$ cat src/rtl/uart_tx_arbiter_if.sv
// Requester byte handshakes plus transmitter launch/complete strobes for uart_tx_arbiter.
// master = requesters and transmitter side, slave = the arbiter.
interface uart_tx_arbiter_if #(
  parameter int NUM_REQ = 4
);
  localparam int GW = $clog2(NUM_REQ);

  logic [NUM_REQ-1:0]   req_valid;
  logic [8*NUM_REQ-1:0] req_data;
  logic [NUM_REQ-1:0]   req_last;
  logic [NUM_REQ-1:0]   req_ready;
  logic                 tx_en;
  logic [7:0]           tx_data;
  logic                 tx_busy;
  logic                 tx_done;
  logic [GW-1:0]        grant_id;
  logic                 locked;

  modport master (
    output req_valid, req_data, req_last, tx_busy, tx_done,
    input  req_ready, tx_en, tx_data, grant_id, locked
  );

  modport slave (
    input  req_valid, req_data, req_last, tx_busy, tx_done,
    output req_ready, tx_en, tx_data, grant_id, locked
  );
endinterface

$ cat src/rtl/uart_tx_arbiter.sv
// Round-robin scheduler sharing one UART transmitter among NUM_REQ byte streams,
// with a per-packet grant lock that is dropped after LOCK_TIMEOUT idle cycles.
module uart_tx_arbiter #(
  parameter int          NUM_REQ      = 4,
  parameter logic [15:0] LOCK_TIMEOUT = 16'd50000
) (
  input  logic             clk,
  input  logic             rst,
  uart_tx_arbiter_if.slave bus
);
  localparam int GW = $clog2(NUM_REQ);

  localparam logic [1:0] ARB       = 2'd0;
  localparam logic [1:0] LAUNCH    = 2'd1;
  localparam logic [1:0] WAIT_DONE = 2'd2;

  logic [1:0]         state_reg, state_next;
  logic [GW-1:0]      grant_reg, grant_next;
  logic [GW-1:0]      rr_ptr_reg, rr_ptr_next;
  logic               locked_reg, locked_next;
  logic               last_reg, last_next;
  logic [15:0]        lock_cnt_reg, lock_cnt_next;
  logic [GW-1:0]      cand_idx [NUM_REQ];
  logic [NUM_REQ-1:0] cand_valid;
  logic [NUM_REQ-1:0] ready_vec;
  logic               found;
  logic [GW-1:0]      found_idx;
  logic [GW-1:0]      grant_inc;
  logic               launch;

  assign launch    = (state_reg == LAUNCH);
  assign grant_inc = (grant_reg == GW'(NUM_REQ - 1)) ? '0 : grant_reg + GW'(1);

  // cand_idx[k] is the k-th requester visited when searching from rr_ptr
  generate
    for (genvar gi = 0; gi < NUM_REQ; gi++) begin : g_req
      assign cand_idx[gi]   = GW'((int'(rr_ptr_reg) + gi) % NUM_REQ);
      assign cand_valid[gi] = bus.req_valid[cand_idx[gi]];
      assign ready_vec[gi]  = launch && (grant_reg == GW'(gi));
    end
  endgenerate

  always_comb begin
    found     = 1'b0;
    found_idx = '0;
    for (int i = NUM_REQ - 1; i >= 0; i--) begin
      if (cand_valid[i]) begin
        found     = 1'b1;
        found_idx = cand_idx[i];
      end
    end
  end

  always_comb begin
    state_next    = state_reg;
    grant_next    = grant_reg;
    rr_ptr_next   = rr_ptr_reg;
    locked_next   = locked_reg;
    last_next     = last_reg;
    lock_cnt_next = lock_cnt_reg;
    case (state_reg)
      ARB: begin
        if (locked_reg) begin
          // A valid from the lock holder always beats a timeout in the same cycle
          if (bus.req_valid[grant_reg]) begin
            if (!bus.tx_busy) state_next = LAUNCH;
          end else if (lock_cnt_reg == LOCK_TIMEOUT - 16'd1) begin
            locked_next   = 1'b0;
            rr_ptr_next   = grant_inc;
            lock_cnt_next = '0;
          end else begin
            lock_cnt_next = lock_cnt_reg + 16'd1;
          end
        end else if (!bus.tx_busy && found) begin
          grant_next = found_idx;
          state_next = LAUNCH;
        end
      end
      LAUNCH: begin
        last_next     = bus.req_last[grant_reg];
        lock_cnt_next = '0;
        state_next    = WAIT_DONE;
      end
      WAIT_DONE: begin
        if (bus.tx_done) begin
          locked_next = !last_reg;
          if (last_reg) rr_ptr_next = grant_inc;
          state_next = ARB;
        end
      end
      default: state_next = ARB;
    endcase
  end

  always_ff @(posedge clk) begin
    if (rst) begin
      state_reg    <= ARB;
      grant_reg    <= '0;
      rr_ptr_reg   <= '0;
      locked_reg   <= 1'b0;
      last_reg     <= 1'b0;
      lock_cnt_reg <= '0;
    end else begin
      state_reg    <= state_next;
      grant_reg    <= grant_next;
      rr_ptr_reg   <= rr_ptr_next;
      locked_reg   <= locked_next;
      last_reg     <= last_next;
      lock_cnt_reg <= lock_cnt_next;
    end
  end

  assign bus.tx_en     = launch;
  assign bus.req_ready = ready_vec;
  assign bus.tx_data   = launch ? bus.req_data[{grant_reg, 3'b000} +: 8] : 8'h00;
  assign bus.grant_id  = grant_reg;
  assign bus.locked    = locked_reg;
endmodule

$ cat src/flat_wrapper.sv
// flat-port wrapper written by rule: the top's interface ports become plain ports
module uart_tx_arbiter_flat 
#(
  parameter int          NUM_REQ      = 4,
  parameter logic [15:0] LOCK_TIMEOUT = 16'd50000
)
  (clk, rst, bus_req_valid, bus_req_data, bus_req_last, bus_tx_busy, bus_tx_done, bus_req_ready, bus_tx_en, bus_tx_data, bus_grant_id, bus_locked);
  uart_tx_arbiter_if #(.NUM_REQ(NUM_REQ)) bus_i ();
  input  logic clk;
  input  logic rst;
  input wire logic [$bits(bus_i.req_valid)-1:0] bus_req_valid;
  input wire logic [$bits(bus_i.req_data)-1:0] bus_req_data;
  input wire logic [$bits(bus_i.req_last)-1:0] bus_req_last;
  input wire logic [$bits(bus_i.tx_busy)-1:0] bus_tx_busy;
  input wire logic [$bits(bus_i.tx_done)-1:0] bus_tx_done;
  output wire logic [$bits(bus_i.req_ready)-1:0] bus_req_ready;
  output wire logic [$bits(bus_i.tx_en)-1:0] bus_tx_en;
  output wire logic [$bits(bus_i.tx_data)-1:0] bus_tx_data;
  output wire logic [$bits(bus_i.grant_id)-1:0] bus_grant_id;
  output wire logic [$bits(bus_i.locked)-1:0] bus_locked;
  assign bus_i.req_valid = bus_req_valid;
  assign bus_i.req_data = bus_req_data;
  assign bus_i.req_last = bus_req_last;
  assign bus_i.tx_busy = bus_tx_busy;
  assign bus_i.tx_done = bus_tx_done;
  assign bus_req_ready = bus_i.req_ready;
  assign bus_tx_en = bus_i.tx_en;
  assign bus_tx_data = bus_i.tx_data;
  assign bus_grant_id = bus_i.grant_id;
  assign bus_locked = bus_i.locked;
  uart_tx_arbiter #(.NUM_REQ(NUM_REQ), .LOCK_TIMEOUT(LOCK_TIMEOUT)) u_core (.clk(clk), .rst(rst), .bus(bus_i));
endmodule
$ cat config.mk
export PLATFORM = sky130hd
export DESIGN_NAME = uart_tx_arbiter_flat
export DESIGN_NICKNAME = d
export VERILOG_FILES = /design/src/rtl/uart_tx_arbiter_if.sv /design/src/rtl/uart_tx_arbiter.sv /design/src/flat_wrapper.sv
export SDC_FILE = /design/constraint.sdc
export NUM_CORES = 1
export LEC_CHECK = 0
export CORE_MARGIN = 2
export CORE_UTILIZATION = 25
export CTS_BUF_LIST = sky130_fd_sc_hd__clkbuf_4 sky130_fd_sc_hd__clkbuf_8 sky130_fd_sc_hd__clkbuf_16
export CTS_CLUSTER_DIAMETER = 60
export DETAILED_ROUTE_END_ITERATION = 8
export PLACE_DENSITY = 0.55
export SYNTH_ARGS = -nofsm -noshare
export SYNTH_HDL_FRONTEND = slang
export SYNTH_SLANG_ARGS = --single-unit
$ cat constraint.sdc
create_clock -name clk -period 2.3 [get_ports clk]
set_clock_uncertainty 0.1 [all_clocks]
set_input_delay 0.46 -clock clk [delete_from_list [all_inputs] [get_ports clk]]
set_output_delay 0.46 -clock clk [all_outputs]
set_load 0.02 [all_outputs]
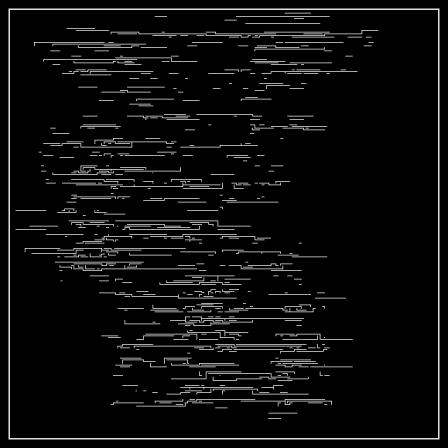
Figure 1: metal 1.
longest straight run: 20.2 um
wire length on this layer: 2180 um
share of all routed wire: 47%
nets with wire on the layer: 284
Detailed Route WL: 4680 um
GR Util met1: 18.7%
Via Count: 1648

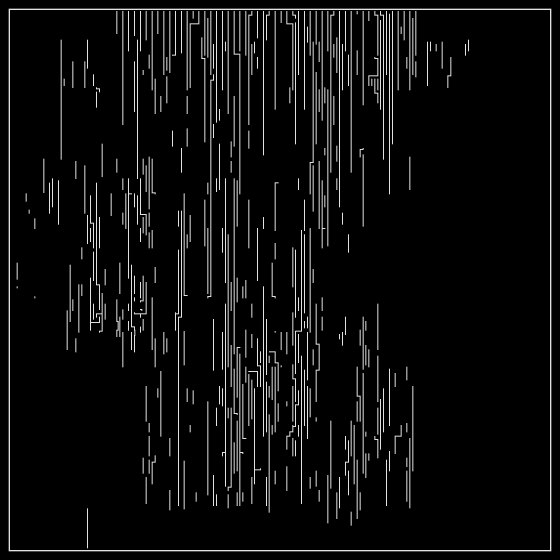
Figure 2: M2 wires.
main direction: vertical
nets with wire on the layer: 265
met2 Track Usage GR: 21.5%

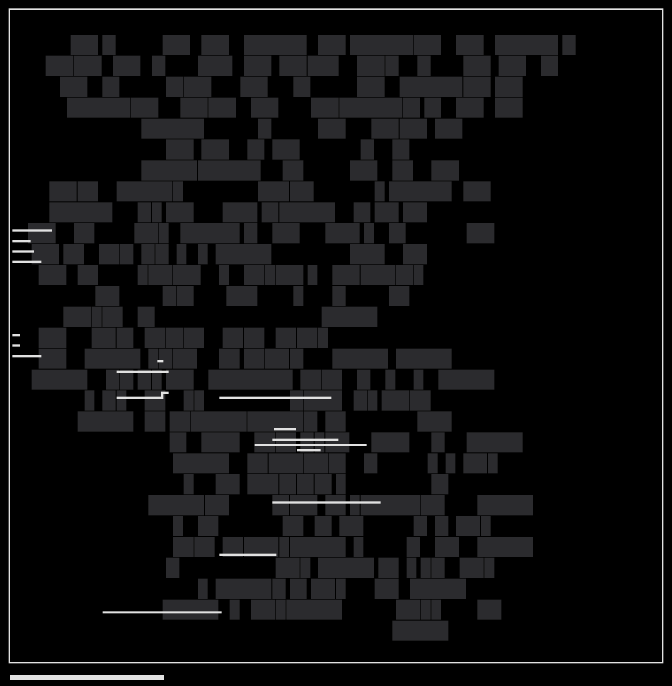
Figure 3: the metal 3 layer.
The bar under the picture is 20 um long.
longest straight run: 15.2 um
share of all routed wire: 2.4%
wire length on this layer: 110 um
nets with wire on the layer: 15
met3 Resource Use GR: 2.06%

==> Changelog: implementation <==
## Implementation

* Placer Congestion at 0.801
* Global-route wire length before repair at 7720 um
* Critical path capture point: bus_tx_data[1]
* Row cnt at 29
* Fin cells at between 300 and 400
* Drt first pass iters at 4
* Placed instance count at about 340
* Place WS at -0.290 ns
* Area after DPL at ~2500 um2
* Worst Tran Pin Value at about 0.33 ns
* Mean Syn Cell Area at 8.77 um2
* Io pins at 60
* Synthesis area per yosys at between 1500 and 2000 um2
* WL per Instance at around 13 um
* Antenna Cells at 0
* Top cells by area: dfxtp_1 (29%), mux4_2 (14%), and2_1 (5.8%)
* Number of DRC markers in iteration 0 at ~50
* Syn_nets at approximately 240
* Min-Delay Startpoint: u_core.last_reg$_SDFFE_PP0P_
* Syn Inst Count at about 190
* Final core utilization at between 40% and 50%
* Final period util at a little over nine tenths
* Fraction of registers with async set/reset at 0%
* Dpl hpwl at 3670 um
* Worst vdd ir at ~300 uV
* Via density at approximately 4.7
* Max Root-Sink Buffers at 2
* DRC Markers at 0
* FILL cells at ~660
* Die area at between 7000 and 8000 um2
* Antenna-violating nets left at 0
* Ys flops at 24
* Seq/Total Area, Yosys at between 20% and 30%
* Worst min-delay path endpoint: u_core.last_reg$_SDFFE_PP0P_
* WHS at between 0.4 and 0.5 ns
* PortBufs at 59
* WP data arrival at 1.71 ns
* Cells on worst reg2reg path at 6
* Crit path launch type: input port
* Min cycle time layout at 2.27 ns
* Clk pin slew, worst setup/hold paths at 0.10 ns
* Finished Cell Area at 2590 um2
* Max reg flops at 16
* CTS Buf Count at 3
* P_leak at 0.966 nW
* Critical Path RT at 1.74 ns
* Synth warn at 0
* Post-CTS repair timing setup buffer count at 2
* Clk_lat worst skew at between 0.2 and 0.3 ns
* Die Span Y at approximately 85 um
* Core area at roughly 6300 um2
* Log Warnings at 29
* Total GRT Usage at a little over an eighth
* Final TNS setup at 0 ns
* Area share of the largest cell type after synthesis at between 20 and 30%
* Most frequent cell after synthesis: nor2_1
* Hold WC Path Type: flop to flop
* Hold Vio Cnt, Final at 0
* Distinct lib cells at about 40
* Reg2Reg Setup Slack at between 0.2 and 0.25 ns
* CTS tree: done
* Largest net degree at the start of global routing at 15
* Vias in the first global route at around 1600
* Max cap viols at 0
* Reg2Reg Launch Point: u_core.bus.grant_id[1]$_SDFFE_PP0P_
* Final net count at roughly 320
* Crit path capture type: output port
* Synth Flop Type: dfxtp_1
* Netlist Area Pre-Place at between 1500 and 2000 um2
* CTS sink cnt at 24
* EDFF count, synth at 0
* Hold Path Stages at 2
* Setup violators final at 0
* PwrDens at roughly 430 nW/um2
* Critical path type: input port to output port
* Slew Limit Fails at 0
* Share of layout cells above drive strength 1 at between 20% and 30%
* Synth cell count leaders: nor2_1 (25), dfxtp_1 (24), and2_1 (15)
* Root Driver: clkbuf_8
* Peak Freq at ~0.44 GHz
* Post-CTS Resized at 30
* # H-tree levels at 1
* Maximum fanout along the worst path at 1
* Post-cts hold buffer count at 0
* Status: complete, no violations
* Pwr Total at between 1 and 1.5 mW
* Worst flop-to-flop path endpoint: u_core.lock_cnt_reg[9]$_SDFFE_PP0P_
* Critical Path Start: bus_req_data[25]
* Rel. slew slack at around 78%
* Final worst-path setup slack at between 0.02 and 0.03 ns
* Gr ovfl total at 0
* Core Util at FP at roughly a quarter
* Ys cells at around 190
* Area growth, synth to finish at 58.9%
* Biggest area consumer among synthesized cells: dfxtp_1
* DIE WIDTH at 84.8 um
* Initial antenna violation count at 0
==> worst max-delay path, cell delays in order <==
cell and delay (ns):
clkdlybuf4s50_1 0.39, mux4_2 0.45, and2_1 0.16, clkdlybuf4s15_2 0.25
==> power by group <==
group          internal [mW]  switching, mW  leakage [nW]
logic                  0.171          0.117         0.736
clock network          0.233          0.153        0.0357
registers              0.424        0.00710         0.194
total                  0.827          0.277         0.966
==> cell families after synthesis <==
kind of cell / Yosys count / synth area share (%)
AND/OR/NAND/NOR: 89 / 29.8
adder cells (fa/ha/maj): 5 / 3.83
AND-OR/OR-AND: 28 / 11.1
flip-flops: 24 / 29.4
multiplexers: 15 / 16.9
XOR/XNOR: 10 / 5.37
buffers and inverters: 15 / 3.53
==> layout by cell type (no fill, tap or decap), types with 3 or more instances in the layout <==
cell / n
clkdlybuf4s50_1: 46
nor2_1: 25
buf_4: 25
dfxtp_1: 23
and2_1: 15
nand2_1: 13
mux4_2: 10
a21oi_1: 9
xnor2_1: 8
inv_1: 7
buf_2: 7
o21ai_0: 6
nor3_1: 6
nand3_1: 5
ha_1: 5
nand2b_1: 4
mux2i_1: 4
dlygate4sd2_1: 4
nand3b_1: 3
nand4b_1: 3
nand4_1: 3
clkbuf_8: 3
==> routing by layer <==
metal | track usage (%) | part of all wire, % | wire length [um] | vias up
met4 | 1.73 | 0.43 | 20 | 0
met1 | 18.7 | 47 | 2180 | 771
li1 | - | - | - | 846
met2 | 21.5 | 51 | 2370 | 27
met5 | 0 | 0 | 0 | -
met3 | 2.06 | 2.3 | 109 | 4
==> final cells by class <==
cell class	count	area, um2	area share [%]
clock buffer	3	41.3	1.59
clock inverter	1	30.0	1.16
inverter	8	33.8	1.30
multi-input combinational	147	1120	43.1
sequential	24	482	18.6
tap	77	96.3	3.72
timing repair buffer	87	793	30.6
No activity file was given, so power comes from the tool's default toggle rates.
